File: src/rtl/decode_pkg.sv
// decode_pkg: shared RV32IM opcode, funct and encoding constants for the decode stage.
package decode_pkg;
    localparam int INSTRUCTION_WIDTH = 32;
    localparam int DATA_WIDTH        = 32;
    localparam int REGADDR_WIDTH     = 5;
    localparam int RESLT_SELCT_WIDTH = 3;

    localparam logic [6:0] OP_IMM    = 7'h13;
    localparam logic [6:0] OP        = 7'h33;
    localparam logic [6:0] OP_JAL    = 7'h6f;
    localparam logic [6:0] OP_BRANCH = 7'h63;

    localparam logic [2:0] F3_ADD  = 3'd0;
    localparam logic [2:0] F3_SLT  = 3'd2;
    localparam logic [2:0] F3_SLTU = 3'd3;

    localparam logic [6:0] F7_BASE   = 7'h00;
    localparam logic [6:0] F7_SUB    = 7'h20;
    localparam logic [6:0] F7_MULDIV = 7'h01;

    typedef enum logic [2:0] {
        RS_ADD = 3'd0,
        RS_MUL = 3'd1,
        RS_DIV = 3'd2,
        RS_REM = 3'd3,
        RS_SLT = 3'd6
    } result_sel_e;

    typedef enum logic [2:0] {
        BR_NONE, BR_BEQ, BR_BNE, BR_BLT, BR_BGE, BR_BLTU, BR_BGEU
    } branch_e;

    // funct3 0/1 -> BEQ/BNE, 4..7 -> BLT..BGEU; 2/3 are rejected by the decoder
    function automatic branch_e branch_of(input logic [2:0] f3);
        return f3[2] ? branch_e'(3'(f3[1:0]) + 3'd3) : branch_e'(3'(f3[0]) + 3'd1);
    endfunction
endpackage

File: src/rtl/decode_stage_instr_decode_comb.sv
// instr_decode_comb: combinational RV32IM subset decoder, instruction word to execute control bundle.
module instr_decode_comb #(
    parameter int INSTRUCTION_WIDTH = decode_pkg::INSTRUCTION_WIDTH,
    parameter int DATA_WIDTH        = decode_pkg::DATA_WIDTH,
    parameter int REGADDR_WIDTH     = decode_pkg::REGADDR_WIDTH,
    parameter int RESLT_SELCT_WIDTH = decode_pkg::RESLT_SELCT_WIDTH
) (
    input  logic [INSTRUCTION_WIDTH-1:0] instr_i,
    output logic [REGADDR_WIDTH-1:0]     a_location_o,
    output logic [REGADDR_WIDTH-1:0]     b_location_o,
    output logic [REGADDR_WIDTH-1:0]     write_select_o,
    output logic                         immediate_select_o,
    output logic                         unsigned_select_o,
    output logic                         subtract_enable_o,
    output logic                         write_enable_o,
    output logic                         pc_overwrite_o,
    output logic                         jump_instruction_o,
    output logic                         error_o,
    output logic [DATA_WIDTH-1:0]        immediate_val_o,
    output logic [RESLT_SELCT_WIDTH-1:0] result_select_o,
    output logic [2:0]                   branch_type_o
);
    import decode_pkg::*;

    logic [6:0] opcode, funct7;
    logic [2:0] funct3;
    logic legal, imm_sel, uns, sub, jump;
    result_sel_e rs;
    branch_e br;
    logic [DATA_WIDTH-1:0] imm, imm_i, imm_b, imm_j;

    assign opcode = instr_i[6:0];
    assign funct3 = instr_i[14:12];
    assign funct7 = instr_i[31:25];
    assign imm_i  = {{(DATA_WIDTH-12){instr_i[31]}}, instr_i[31:20]};
    assign imm_b  = {{(DATA_WIDTH-13){instr_i[31]}}, instr_i[31], instr_i[7], instr_i[30:25], instr_i[11:8], 1'b0};
    assign imm_j  = {{(DATA_WIDTH-21){instr_i[31]}}, instr_i[31], instr_i[19:12], instr_i[20], instr_i[30:21], 1'b0};

    always_comb begin
        legal   = 1'b0;
        imm_sel = 1'b0;
        uns     = 1'b0;
        sub     = 1'b0;
        jump    = 1'b0;
        rs      = RS_ADD;
        br      = BR_NONE;
        imm     = '0;
        case (opcode)
            OP_IMM: begin
                legal   = funct3 == F3_ADD || funct3 == F3_SLT || funct3 == F3_SLTU;
                imm_sel = 1'b1;
                imm     = imm_i;
                uns     = funct3 == F3_SLTU;
                rs      = funct3 == F3_ADD ? RS_ADD : RS_SLT;
            end
            OP: begin
                if (funct7 == F7_BASE) begin
                    legal = funct3 == F3_ADD || funct3 == F3_SLT || funct3 == F3_SLTU;
                    uns   = funct3 == F3_SLTU;
                    rs    = funct3 == F3_ADD ? RS_ADD : RS_SLT;
                end else if (funct7 == F7_SUB) begin
                    legal = funct3 == F3_ADD;
                    sub   = 1'b1;
                end else if (funct7 == F7_MULDIV) begin
                    legal = funct3 == F3_ADD || funct3[2];
                    uns   = funct3[2] && funct3[0];
                    rs    = funct3 == F3_ADD ? RS_MUL : (funct3[1] ? RS_REM : RS_DIV);
                end
            end
            OP_JAL: begin
                legal   = 1'b1;
                imm_sel = 1'b1;
                imm     = imm_j;
                jump    = 1'b1;
            end
            OP_BRANCH: begin
                legal = funct3[2] || !funct3[1];
                imm   = imm_b;
                br    = branch_of(funct3);
                uns   = funct3[2] && funct3[1];
            end
            default: ;
        endcase
    end

    // Rejected encodings still travel down the pipe, but with every side effect masked
    assign a_location_o       = instr_i[15 +: REGADDR_WIDTH];
    assign b_location_o       = instr_i[20 +: REGADDR_WIDTH];
    assign write_select_o     = instr_i[7 +: REGADDR_WIDTH];
    assign error_o            = !legal;
    assign immediate_select_o = legal && imm_sel;
    assign unsigned_select_o  = legal && uns;
    assign subtract_enable_o  = legal && sub;
    assign jump_instruction_o = legal && jump;
    assign write_enable_o     = legal && opcode != OP_BRANCH;
    assign pc_overwrite_o     = legal && (jump || opcode == OP_BRANCH);
    assign branch_type_o      = legal ? br : BR_NONE;
    assign result_select_o    = legal ? RESLT_SELCT_WIDTH'(rs) : '0;
    assign immediate_val_o    = legal ? imm : '0;
endmodule

File: src/rtl/decode_stage.sv
// decode_stage: buffered decode stage, circular instruction queue feeding a registered control bundle.
module decode_stage #(
    parameter int INSTRUCTION_WIDTH = decode_pkg::INSTRUCTION_WIDTH,
    parameter int DATA_WIDTH        = decode_pkg::DATA_WIDTH,
    parameter int REGADDR_WIDTH     = decode_pkg::REGADDR_WIDTH,
    parameter int QUEUE_DEPTH       = 4,
    parameter int RESLT_SELCT_WIDTH = decode_pkg::RESLT_SELCT_WIDTH
) (
    input  logic                               clk,
    input  logic                               reset_n,
    input  logic                               flush,
    input  logic                               in_valid,
    output logic                               in_ready,
    input  logic [INSTRUCTION_WIDTH-1:0]       in_instr,
    input  logic [DATA_WIDTH-1:0]              in_pc,
    output logic                               out_valid,
    input  logic                               out_ready,
    output logic [DATA_WIDTH-1:0]              out_pc,
    output logic [REGADDR_WIDTH-1:0]           a_location,
    output logic [REGADDR_WIDTH-1:0]           b_location,
    output logic [REGADDR_WIDTH-1:0]           writeSelect,
    output logic                               immediateSelect,
    output logic                               unsignedSelect,
    output logic                               subtractEnable,
    output logic                               writeEnable,
    output logic                               pcOverwrite,
    output logic                               jumpInstruction,
    output logic                               error,
    output logic [DATA_WIDTH-1:0]              immediateVal,
    output logic [RESLT_SELCT_WIDTH-1:0]       resultSelect,
    output logic [2:0]                         branchType,
    output logic [$clog2(QUEUE_DEPTH+1)-1:0]   queue_count
);
    import decode_pkg::*;

    localparam int PW = $clog2(QUEUE_DEPTH);
    localparam int CW = $clog2(QUEUE_DEPTH + 1);
    localparam int BW = 2 * DATA_WIDTH + 3 * REGADDR_WIDTH + RESLT_SELCT_WIDTH + 10;
    localparam logic [CW-1:0] FULL = CW'(QUEUE_DEPTH);

    logic [INSTRUCTION_WIDTH-1:0] instr_q [QUEUE_DEPTH];
    logic [DATA_WIDTH-1:0]        pc_q    [QUEUE_DEPTH];
    logic [PW-1:0] head_q, head_d, tail_q, tail_d;
    logic [CW-1:0] count_q, count_d;
    logic valid_q, valid_d;
    logic [BW-1:0] bundle_q, bundle_d, dec_bundle;
    logic push, pop;

    logic [REGADDR_WIDTH-1:0] d_a, d_b, d_w;
    logic d_isel, d_uns, d_sub, d_we, d_pco, d_jmp, d_err;
    logic [DATA_WIDTH-1:0] d_imm;
    logic [RESLT_SELCT_WIDTH-1:0] d_rs;
    logic [2:0] d_br;

    assign in_ready = count_q != FULL && !flush;
    assign push     = in_valid && in_ready;
    assign pop      = count_q != '0 && (!valid_q || out_ready) && !flush;

    instr_decode_comb #(
        .INSTRUCTION_WIDTH (INSTRUCTION_WIDTH),
        .DATA_WIDTH        (DATA_WIDTH),
        .REGADDR_WIDTH     (REGADDR_WIDTH),
        .RESLT_SELCT_WIDTH (RESLT_SELCT_WIDTH)
    ) u_dec (
        .instr_i            (instr_q[head_q]),
        .a_location_o       (d_a),
        .b_location_o       (d_b),
        .write_select_o     (d_w),
        .immediate_select_o (d_isel),
        .unsigned_select_o  (d_uns),
        .subtract_enable_o  (d_sub),
        .write_enable_o     (d_we),
        .pc_overwrite_o     (d_pco),
        .jump_instruction_o (d_jmp),
        .error_o            (d_err),
        .immediate_val_o    (d_imm),
        .result_select_o    (d_rs),
        .branch_type_o      (d_br)
    );

    assign dec_bundle = {pc_q[head_q], d_a, d_b, d_w, d_isel, d_uns, d_sub, d_we, d_pco, d_jmp, d_err, d_imm, d_rs, d_br};
    assign {out_pc, a_location, b_location, writeSelect, immediateSelect, unsignedSelect, subtractEnable,
            writeEnable, pcOverwrite, jumpInstruction, error, immediateVal, resultSelect, branchType} = bundle_q;
    assign out_valid   = valid_q;
    assign queue_count = count_q;

    always_comb begin
        head_d   = pop ? head_q + PW'(1) : head_q;
        tail_d   = push ? tail_q + PW'(1) : tail_q;
        count_d  = count_q + CW'(push) - CW'(pop);
        valid_d  = pop ? 1'b1 : (out_ready ? 1'b0 : valid_q);
        bundle_d = pop ? dec_bundle : bundle_q;
        if (flush) begin
            head_d  = '0;
            tail_d  = '0;
            count_d = '0;
            valid_d = 1'b0;
        end
    end

    always_ff @(posedge clk or negedge reset_n) begin
        if (!reset_n) begin
            head_q   <= '0;
            tail_q   <= '0;
            count_q  <= '0;
            valid_q  <= 1'b0;
            bundle_q <= '0;
        end else begin
            head_q   <= head_d;
            tail_q   <= tail_d;
            count_q  <= count_d;
            valid_q  <= valid_d;
            bundle_q <= bundle_d;
        end
    end

    // Payload storage needs no reset: occupancy is tracked entirely by count_q
    always_ff @(posedge clk) begin
        if (push) begin
            instr_q[tail_q] <= in_instr;
            pc_q[tail_q]    <= in_pc;
        end
    end
endmodule
File: config.mk
export PLATFORM = sky130hd
export DESIGN_NAME = decode_stage
export DESIGN_NICKNAME = d
export VERILOG_FILES = /design/src/rtl/decode_pkg.sv /design/src/rtl/decode_stage_instr_decode_comb.sv /design/src/rtl/decode_stage.sv
export SDC_FILE = /design/constraint.sdc
export NUM_CORES = 1
export LEC_CHECK = 0
export CORE_MARGIN = 4
export CORE_UTILIZATION = 62
export CTS_BUF_LIST = sky130_fd_sc_hd__clkbuf_2 sky130_fd_sc_hd__clkbuf_4 sky130_fd_sc_hd__clkbuf_8
export DETAILED_ROUTE_END_ITERATION = 8
export PLACE_DENSITY = 0.95
export SKIP_CTS_REPAIR_TIMING = 1
export SYNTH_ARGS = -nofsm -noshare
export SYNTH_HDL_FRONTEND = slang
export SYNTH_SLANG_ARGS = --single-unit
File: constraint.sdc
create_clock -name clk -period 5.5 [get_ports clk]
set_input_delay 1.375 -clock clk [delete_from_list [all_inputs] [get_ports clk]]
set_output_delay 1.375 -clock clk [all_outputs]
set_load 0.005 [all_outputs]
**Run 1: clock wiring as the flow saved it**

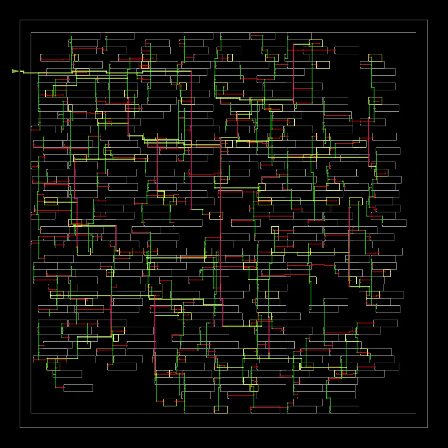
clk latency late pin: 0.56 ns
clock group power: 2.08 mW
clkbuf count: 87

**Run 1: port wiring**

Scale: 3 px per µm.
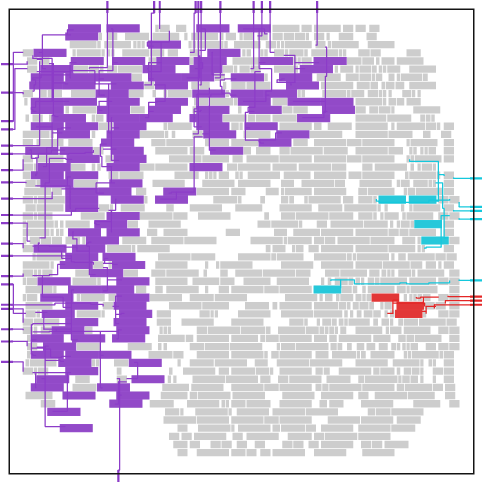
[purple] in_pc | bits: 32 | direction: input | edge: 20 west, 11 north, 1 south | end cells: 128 | buffers: 32 | wire: 1760 µm
[red] resultSelect | bits: 3 | direction: output | edge: east | end cells: 3 | buffers: 3 | wire: 69.0 µm
[cyan] writeSelect | bits: 5 | direction: output | edge: east | end cells: 5 | buffers: 5 | wire: 168 µm
port bufs: 165
Top Ports: 166

**Run 1: placement by cell class**

Scale: 2 px per µm.
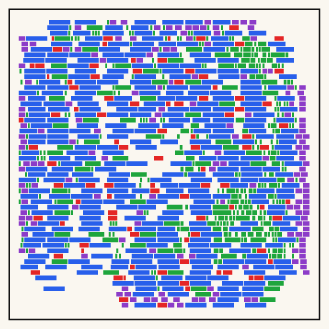
[red] clock drivers and dummy loads | cells: 92 | share of their area: 6.7%
[blue] flip-flops | cells: 345 | share of their area: 63%
[purple] other buffers and delay cells | cells: 171 | share of their area: 11%
[green] all other logic | cells: 386 | share of their area: 20%
Core ar.: 0.02102 mm²
Final Util: 76.85%
Seq area share: 61.40%

**Run 1: clock distribution**

Scale: 3 px per µm.
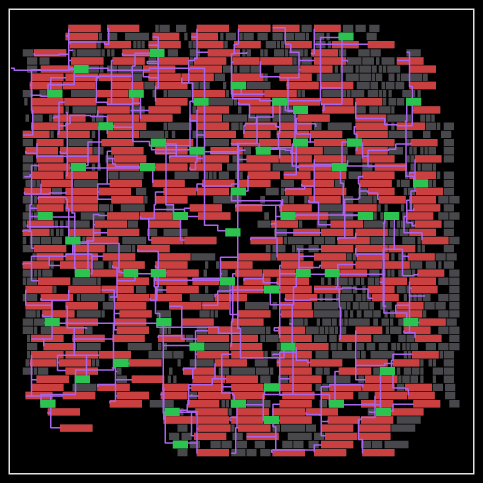
[red] flip-flops | count: 345
[purple] clock wires | length: 3760 µm
[green] cells driving clock nets | count: 51
routed clock nets: 52
clock share of power: 28.9%
Setup Skew: 0.02057 ns

==> run_results.csv, run 1 <==
group,metric,value,unit
die,chipArea,0.02383,mm²
setup_path,cp.arrival,2.93,ns
cells_and_area,ff_count,345,
logic_synthesis,synthCells,781,
final_timing,period_used_share,78.27,%
global_route,grt_overflow,0,
logic_synthesis,simple_gate_area_share,7.292,%
cells_and_area,buf_share,10.49,%
final_timing,whs,0.4732,ns
logic_synthesis,avgSynthCellArea,17.00,µm²
logic_synthesis,edf_count,256,
cells_and_area,mostFrequentLayoutCell,"edfxtp_1",
logic_synthesis,postSynthSeqShare,74.66,%
logic_synthesis,ys_ff,345,
status,status,"completed",
logic_synthesis,synth.cellmix.compoundShare,3.561,%
route,wl_per_cell,21.62,µm
clocking,root_buffer,"clkbuf_8",
logic_synthesis,top_logic_kind,"multiplexers",
final_timing,setup_viol,0,
setup_path,critPathRequiredTime,4.12,ns
logic_synthesis,yosys_cells,781,
cells_and_area,insertedDiodeCount,0,
cells_and_area,lay_top_cells,"edfxtp_1 (256), nand2_1 (188), clkdlybuf4s50_1 (164)",
die,die_h,154.4,µm
cells_and_area,inv_count,12,
cells_and_area,comb_cells,374,
clocking,cts.path.max_buffers,3,
logic_synthesis,ys.flop_type,"edfxtp_1",
power_and_ir_drop,p_leak,5.853,nW
final_timing,slew_headroom,28.96,%
cells_and_area,design_area,0.01616,mm²
final_timing,worst_slack,1.195,ns
clocking,cts_tree,"done",
logic_synthesis,syn-num-nets,860,
die,tapCellCount,275,
logic_synthesis,synth_adder_area_share,0.9987,%
cells_and_area,final-comb-area,0.003090,mm²
setup_path,endpoint_kind,"output pin",
clocking,clk_pin_slew_worst_paths,0.06,ns
placement,dp_cells,1177,
route,vias_per_cell,5.834,
route,drc,0,
cells_and_area,fillCellCount,1147,
global_route,grt_max_degree,92,
final_timing,fin_crit,4.305,ns
global_route,grtUsageTotal,23.48,%
setup_path,critical_path_class,"in -> out",
logic_synthesis,ys_sh_mux,10.95,%
placement,gp_congestion,0.7729,
global_route,antenna_found_initial,0,
cells_and_area,comb_share,19.13,%
route,vias,7403,
flow_run,cap_violations,0,
clocking,cts_buffers,51,
power_and_ir_drop,total_power,7.201,mW
global_route,grt_pass1_wl,43.06,mm
logic_synthesis,top_cells_by_area,"edfxtp_1 (58%), dfrtp_1 (17%), mux4_2 (11%), nand2_1 (5.3%), o31ai_2 (0.94%)",
die,die_x,154.4,µm
die,fp_util,63.17,%
logic_synthesis,xor_area_share,0.2638,%
power_and_ir_drop,powerDensity,445.7,mW/mm²
setup_path,crit_fanout,9,
cells_and_area,buffers,171,
final_timing,max_freq,232.3,MHz
route,wl,27.44,mm
final_timing,hold_viol,0,
cells_and_area,area_growth,21.65,%
cells_and_area,seqCellArea,0.009920,mm²
cells_and_area,fin_nets,1034,
logic_synthesis,yosysUniqueCellTypes,47,
final_timing,worst_pin_slew,1.066,ns
cells_and_area,largestClassByArea,"sequential cells",
placement,dpl_worst_slack,1.187,ns
global_route,grt_pass1_vias,7733,
clocking,cts.sinks,345,
power_and_ir_drop,ir_drop,331.4,µV
final_timing,timing.final.max_slew_violations,0,
logic_synthesis,async_flop_share,25.80,%
final_timing,rsz0062_at_grt,"false",
cells_and_area,clock_area_share,6.575,%
logic_synthesis,synth-warning-count,0,
setup_path,cp-start-kind,"input port",
route,ant_nets,0,
flow_run,warning_count,31,
clocking,cts_max_level,2,
cells_and_area,drive_above_1_share,18.61,%
==> run 1: power by group <==
part,switching [mW],internal [mW]
logic,0.854,0.872
clock network,0.902,1.18
registers,0.251,3.14
==> run 1: worst max-delay path: stages <==
cell	delay, ns
clkdlybuf4s50_1	0.57
a21oi_1	0.40
clkdlybuf4s50_1	0.59
==> run 1: Yosys cell counts, types with 2 or more instances <==
library cell / n
a21oi_1: 12
nand3_1: 5
buf_2: 5
buf_1: 6
nand2_1: 189
a22o_1: 2
xnor2_1: 2
o31ai_1: 8
a211oi_2: 2
o31ai_2: 10
buf_4: 11
buf_6: 3
nor2_1: 15
nor2b_1: 3
xor2_1: 2
a211oi_1: 2
clkbuf_1: 25
nand3b_1: 2
nor3_1: 3
and3_1: 6
edfxtp_1: 256
dfrtp_1: 89
o21ai_0: 13
and2_1: 2
mux4_2: 62
inv_1: 12
a221oi_1: 4
or2_2: 2
ha_1: 9
mux2i_1: 2
==> run 1: state kept, by name, indices dropped and copies added, names as in the netlist <==
signal,count
queue_count,3
out_valid,1
tail_q,2
pc_q,128
head_q,2
bundle_q,81
instr_q,128
==> run 1: worst paths after layout <==
kind	startpoint	slack [ns]	cells after the start	to
max	flush	1.20	3	in_ready
min	bundle_q[52]	0.47	2	bundle_q[52]
max reg2reg	head_q[0]	1.79	6	bundle_q[38]
min reg2reg	bundle_q[52]	0.47	2	bundle_q[52]
max in group asynchronous	reset_n	3.60	2	head_q[0]
min in group asynchronous	reset_n	0.78	1	out_valid
==> run 1: per-layer routing <==
metal	track usage, %	vias up	part of all wire [%]
met5	0	-	0
met4	7.317	0	2.5
met3	5.932	62	8.5
met2	39.85	362	52
met1	30.40	3711	37
li1	-	3268	-
==> run 2, diff against run 1 <==
--- a/config.mk
+++ b/config.mk
@@ -6,10 +6,10 @@
 export NUM_CORES = 1
 export LEC_CHECK = 0
 export CORE_MARGIN = 4
-export CORE_UTILIZATION = 62
+export CORE_UTILIZATION = 57
 export CTS_BUF_LIST = sky130_fd_sc_hd__clkbuf_2 sky130_fd_sc_hd__clkbuf_4 sky130_fd_sc_hd__clkbuf_8
 export DETAILED_ROUTE_END_ITERATION = 8
-export PLACE_DENSITY = 0.95
+export PLACE_DENSITY = 0.91
 export SKIP_CTS_REPAIR_TIMING = 1
 export SYNTH_ARGS = -nofsm -noshare
 export SYNTH_HDL_FRONTEND = slang
==> constraint.sdc (replaced) <==
create_clock -name clk -period 4 [get_ports clk]
set_input_delay 1 -clock clk [delete_from_list [all_inputs] [get_ports clk]]
set_output_delay 1 -clock clk [all_outputs]
set_load 0.005 [all_outputs]
**Run 2: clock wiring as the flow saved it**

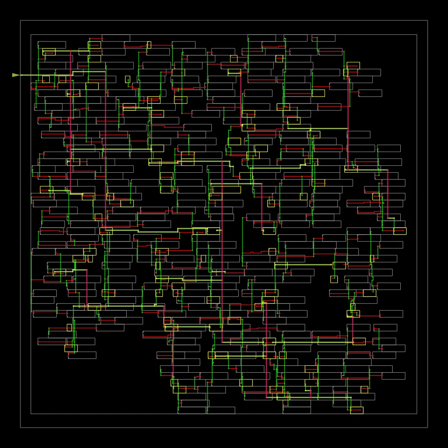
clkbuf count: 88
clock buffer count from CTS: 53
clk latency late pin: 0.57 ns
clock group power: 3.12 mW

==> run_results.csv, run 2 <==
group,metric,value,unit
status,status,"completed",
final_timing,worst_slack,0.6311,ns
setup_path,rr_endpoint,"bundle_q[38]",
logic_synthesis,yosysUniqueCellTypes,47,
logic_synthesis,edf_count,256,
clocking,cts_max_level,2,
cells_and_area,lay_top_cells,"edfxtp_1 (256), nand2_1 (188), clkdlybuf4s50_1 (164)",
global_route,grt_pass1_vias,7891,
global_route,grt_max_degree,92,
cells_and_area,mostFrequentLayoutCell,"edfxtp_1",
global_route,grtUsageTotal,21.95,%
final_timing,max_freq,296.8,MHz
power_and_ir_drop,powerDensity,617.4,mW/mm²
global_route,grt.busiest_layer,"met2",
cells_and_area,area_growth,24.42,%
die,fp_util,58.30,%
global_route,met2_usage,36.01,%
die,chipArea,0.02581,mm²
cells_and_area,drive_above_1_share,20.71,%
logic_synthesis,avgSynthCellArea,17.00,µm²
final_timing,setup_viol,0,
die,die_h,160.6,µm
power_and_ir_drop,ir_drop,391.2,µV
placement,dpl_worst_slack,0.6418,ns
setup_path,endpoint_kind,"output pin",
logic_synthesis,yosys_cells,781,
logic_synthesis,top_cells_by_count,"edfxtp_1 (256), nand2_1 (189), dfrtp_1 (89)",
power_and_ir_drop,total_power,10.20,mW
logic_synthesis,simple_gate_area_share,7.292,%
final_timing,fin_crit,3.369,ns
power_and_ir_drop,p_leak,6.022,nW
die,io_pins,166,
hold_path,hold_end,"bundle_q[51]",
cells_and_area,design_area,0.01652,mm²
placement,dp_cells,1232,
logic_synthesis,async_flop_share,25.80,%
setup_path,rr_worst_depth,6,
logic_synthesis,ys_sh_mux,10.95,%
clocking,cts.path.max_buffers,3,
setup_path,critical_path_class,"in -> out",
route,ant_nets,0,
route,wl_per_cell,21.06,µm
clocking,clk_pin_slew_worst_paths,0.06,ns
final_timing,timing.final.max_slew_violations,0,
global_route,antenna_found_initial,3,
global_route,grt_pass1_wl,44.03,mm
logic_synthesis,top_cell,"edfxtp_1",
route,drc,0,
global_route,gr-usage-met1,29.87,%
setup_path,cp-start-kind,"input port",
final_timing,rsz0062_at_grt,"false",
cells_and_area,fin_nets,1053,
logic_synthesis,synth_adder_area_share,0.9987,%
route,vias,7460,
die,core-area,0.02278,mm²
clocking,root_buffer,"clkbuf_8",
hold_path,worstHoldStart,"bundle_q[51]",
flow_run,cap_violations,0,
final_timing,hold_viol,0,
die,die_x,160.6,µm
logic_synthesis,syn-num-nets,860,
route,wl,28.07,mm
cells_and_area,finish.utilization,72.54,%
hold_path,min_delay_path_depth,2,
final_timing,whs,0.4760,ns
logic_synthesis,synth-warning-count,0,
logic_synthesis,top_cells_by_area,"edfxtp_1 (58%), dfrtp_1 (17%), mux4_2 (11%), nand2_1 (5.3%), o31ai_2 (0.94%)",
cells_and_area,reg.largest.list,"instr_q: 128 flops, pc_q: 128 flops, bundle_q: 81 flops",
global_route,grt_overflow,0,
logic_synthesis,xor_area_share,0.2638,%
placement,gp_congestion,0.7951,
-- run 2: netlist changes by cell type in the layout (fill, tap and decap cells not counted), moves of 5 or more --
| cell | previous run | this run |
|---|---|---|
| buf_4 | 7 | 19 |
| clkbuf_8 | 62 | 71 |
| clkbuf_4 | 25 | 17 |
| clkinv_2 | 2 | 8 |
| buf_12 | 0 | 5 |
-- run 2: routing by layer --
metal / vias to the layer above / wire length [µm]
met2: 303 / 13940
met5: - / 20
met4: 4 / 588
met3: 47 / 2140
met1: 3792 / 11380
li1: 3314 / -
-- run 2: power by group --
part / internal [mW] / switching, mW
logic: 1.23 / 1.28
registers: 4.32 / 0.254
clock network: 1.81 / 1.31
total: 7.36 / 2.85
-- run 2: worst max-delay path, cell delays in order --
cell             delay, ns
clkdlybuf4s50_1       0.42
a21oi_1               0.36
clkdlybuf4s50_1       0.58
-- run 2: worst max-delay path by stage --
stage / depth (start not counted) / to / startpoint / slack, ns
2_1_floorplan: 3 / instr_q[0][0] / flush / 0.51
3_3_place_gp: 3 / in_ready / flush / 0.69
3_5_place_dp: 3 / in_ready / flush / 0.64
4_1_cts: 3 / in_ready / flush / 0.63
5_1_grt: 3 / in_ready / flush / 0.59
6_report: 3 / in_ready / flush / 0.63
-- run 2: layout make-up --
class / instances / area (µm²)
tap: 313 / 391.6
antenna: 1 / 2.502
multi-input combinational: 374 / 3090
fill: 1348 / 6255
clock buffer: 88 / 1105
sequential: 345 / 9920
inverter: 12 / 45.04
clock inverter: 12 / 85.08
timing repair buffer: 188 / 1884
==> run 3, diff against run 2 <==
==> constraint.sdc (replaced) <==
create_clock -name clk -period 3.4 [get_ports clk]
set_input_delay 0.85 -clock clk [delete_from_list [all_inputs] [get_ports clk]]
set_output_delay 0.85 -clock clk [all_outputs]
set_load 0.005 [all_outputs]
**Run 3: placement by cell class**

Scale: 1.5 px per µm.
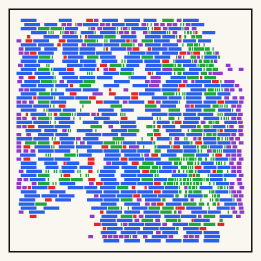
[purple] other buffers and delay cells | cells: 187 | share of their area: 12%
[red] clock drivers and dummy loads | cells: 95 | share of their area: 6.3%
[blue] flip-flops | cells: 345 | share of their area: 62%
[green] all other logic | cells: 386 | share of their area: 20%
FP Rows: 55
design area: 0.01636 mm²
Final Util: 71.83%

==> run_results.csv, run 3 <==
group,metric,value,unit
status,status,"completed",
cells_and_area,layout.cells.non_filler,1326,
setup_path,rr_worst_depth,7,
cells_and_area,final-comb-area,0.003090,mm²
global_route,grt_pass1_vias,7923,
logic_synthesis,synthCells,781,
setup_path,crit_fanout,15,
global_route,grt.busiest_layer,"met2",
setup_path,endpoint_kind,"flop",
logic_synthesis,netlist_area,0.01328,mm²
logic_synthesis,ys.flop_type,"edfxtp_1",
route,vias_per_cell,5.633,
final_timing,period_used_share,93.08,%
cells_and_area,reg.largest.list,"instr_q: 128 flops, pc_q: 128 flops, bundle_q: 81 flops",
global_route,grtUsageTotal,22.02,%
cells_and_area,fin_nets,1050,
die,fp_util,58.30,%
route,drtIter0Drc,517,
global_route,met2_usage,35.99,%
route,wl,27.90,mm
final_timing,rsz0062_at_grt,"false",
logic_synthesis,largest_area_cell,"edfxtp_1",
global_route,antenna_found_initial,1,
cells_and_area,drive_above_1_share,19.15,%
route,wl_met2,13.85,mm
clocking,cts_buffers,51,
setup_path,critical_path_class,"reg -> reg",
setup_path,cp_num_buf_inv,1,
setup_path,worstPathCellList,"buf_4 -> mux4_2 -> or2_1 -> nor4_1 -> or2_2 -> nor2_1 -> o31ai_1",
logic_synthesis,async_flop_share,25.80,%
flow_run,cap_violations,0,
logic_synthesis,yosysChipArea,0.01328,mm²
cells_and_area,seqCellArea,0.009920,mm²
route,ant_nets,0,
logic_synthesis,top_cells_by_count,"edfxtp_1 (256), nand2_1 (189), dfrtp_1 (89)",
clocking,clk_pin_slew_worst_paths,0.06,ns
cells_and_area,lay_top_cells,"edfxtp_1 (256), nand2_1 (188), clkdlybuf4s50_1 (164)",
setup_path,max_stage_delay,0.61,ns
final_timing,timing.final.max_slew_violations,0,
setup_path,path_depth,7,
die,chipArea,0.02581,mm²
flow_run,warning_count,31,
setup_path,cp_top_family,"simple AND/OR/NAND/NOR gates",
final_timing,setup_viol,0,
global_route,grt_overflow,0,
global_route,use_met3,4.927,%
logic_synthesis,edf_count,256,
route,vias,7469,
clocking,cts.path.max_buffers,3,
clocking,root_buffer,"clkbuf_8",
logic_synthesis,top_cells_by_area,"edfxtp_1 (58%), dfrtp_1 (17%), mux4_2 (11%), nand2_1 (5.3%), o31ai_2 (0.94%)",
logic_synthesis,synth-warning-count,0,
global_route,grt_pass1_wl,44.32,mm
cells_and_area,fillCellCount,1390,
clocking,clock_latency,0.56,ns
route,highest_layer,"met5",
setup_path,cp-start-kind,"flop",
logic_synthesis,yosys_cells,781,
setup_path,cp.arrival,3.61,ns
power_and_ir_drop,p_leak,5.921,nW
route,first_pass_iters,4,
die,io_pins,166,
logic_synthesis,yosysUniqueCellTypes,47,
global_route,grt_max_degree,65,
logic_synthesis,ys_ff,345,
logic_synthesis,syn-num-nets,860,
cells_and_area,insertedDiodeCount,0,
die,core-area,0.02278,mm²
placement,place_area,0.01536,mm²
placement,port_buffers,165,
cells_and_area,area_growth,23.20,%
route,wl_met3,2.148,mm
route,wl_per_cell,21.04,µm
final_timing,fin_skew,0.01672,ns
logic_synthesis,top_cell,"edfxtp_1",
final_timing,fin_crit,3.165,ns
route,wl_met1,11.29,mm
placement,dp_hpwl,17.80,mm
setup_path,cp_slowest_cell,"nor4_1",
placement,gp_congestion,0.8089,
clocking,cts_tree,"done",
final_timing,max_freq,316.0,MHz
logic_synthesis,synth.top_cell.area_share,57.89,%
die,die_x,160.6,µm
placement,dp_cells,1231,
power_and_ir_drop,ir_drop,437.1,µV
cells_and_area,mostFrequentLayoutCell,"edfxtp_1",
logic_synthesis,avgSynthCellArea,17.00,µm²
final_timing,hold_viol,0,
hold_path,hp-class,"in -> async",
power_and_ir_drop,powerDensity,707.8,mW/mm²
die,die_h,160.6,µm
global_route,gr-usage-met1,30.34,%
final_timing,worst_pin_slew,0.9592,ns
clocking,cts.sinks,345,
final_timing,slew_headroom,36.05,%
setup_path,critPathRequiredTime,3.85,ns
final_timing,fin_tns_setup,0,ns
clocking,cts_max_level,2,
route,drc,0,
logic_synthesis,postSynthSeqShare,74.66,%
==> run 3: final cells by class <==
| class | count | area share (%) |
|---|---|---|
| Clock buffer | 74 | 5.536 |
| Sequential cell | 345 | 60.63 |
| Timing Repair Buffer | 187 | 11.70 |
| Inverter | 12 | 0.2753 |
| Multi-Input combinational cell | 374 | 18.89 |
| Clock inverter | 21 | 0.5812 |
| Tap cell | 313 | 2.394 |
==> run 3: per-stage QoR <==
step	total power [mW]	hold WS, ns	setup slack, ns
after floorplan	7.086	0.4698	0.06305
after CTS	11.71	0.2670	0.2787
final	11.58	0.2838	0.2352
after global placement	8.342	0.4574	0.3965
after global routing	12.20	0.3035	0.1027
after detailed placement	8.478	0.4612	0.3083
==> run 3: cell families (layout without fill, tap and decap cells) <==
group                    after synthesis  in the layout  share of synthesized area, %
adder cells (fa/ha/maj)               10             10                        0.9987
AND/OR/NAND/NOR                      235            235                         7.292
XOR/XNOR                               4              4                        0.2639
AND-OR/OR-AND                         59             59                         3.561
flip-flops                           345            345                         74.66
buffers and inverters                 62            294                         2.280
multiplexers                          66             66                         10.95
==> run 3: path summary, 6_finish.rpt <==
kind | startpoint | endpoint | slack (ns)
min | reset_n | queue_count[0] | 0.28
min reg2reg | bundle_q[89] | bundle_q[89] | 0.47
max reg2reg | head_q[0] | bundle_q[14] | 0.24
max in group asynchronous | reset_n | bundle_q[85] | 2.42
max | head_q[0] | bundle_q[14] | 0.24
min in group clk | bundle_q[89] | bundle_q[89] | 0.47
==> run 3: power by group <==
part           internal, mW  switching [mW]  leakage (nW)  total [mW]
Combinational          1.47            1.53          1.91        3.00
Clock                  1.71            1.49         0.534        3.21
Sequential             5.08           0.301          3.47        5.38
No activity file was given, so power comes from the tool's default toggle rates.
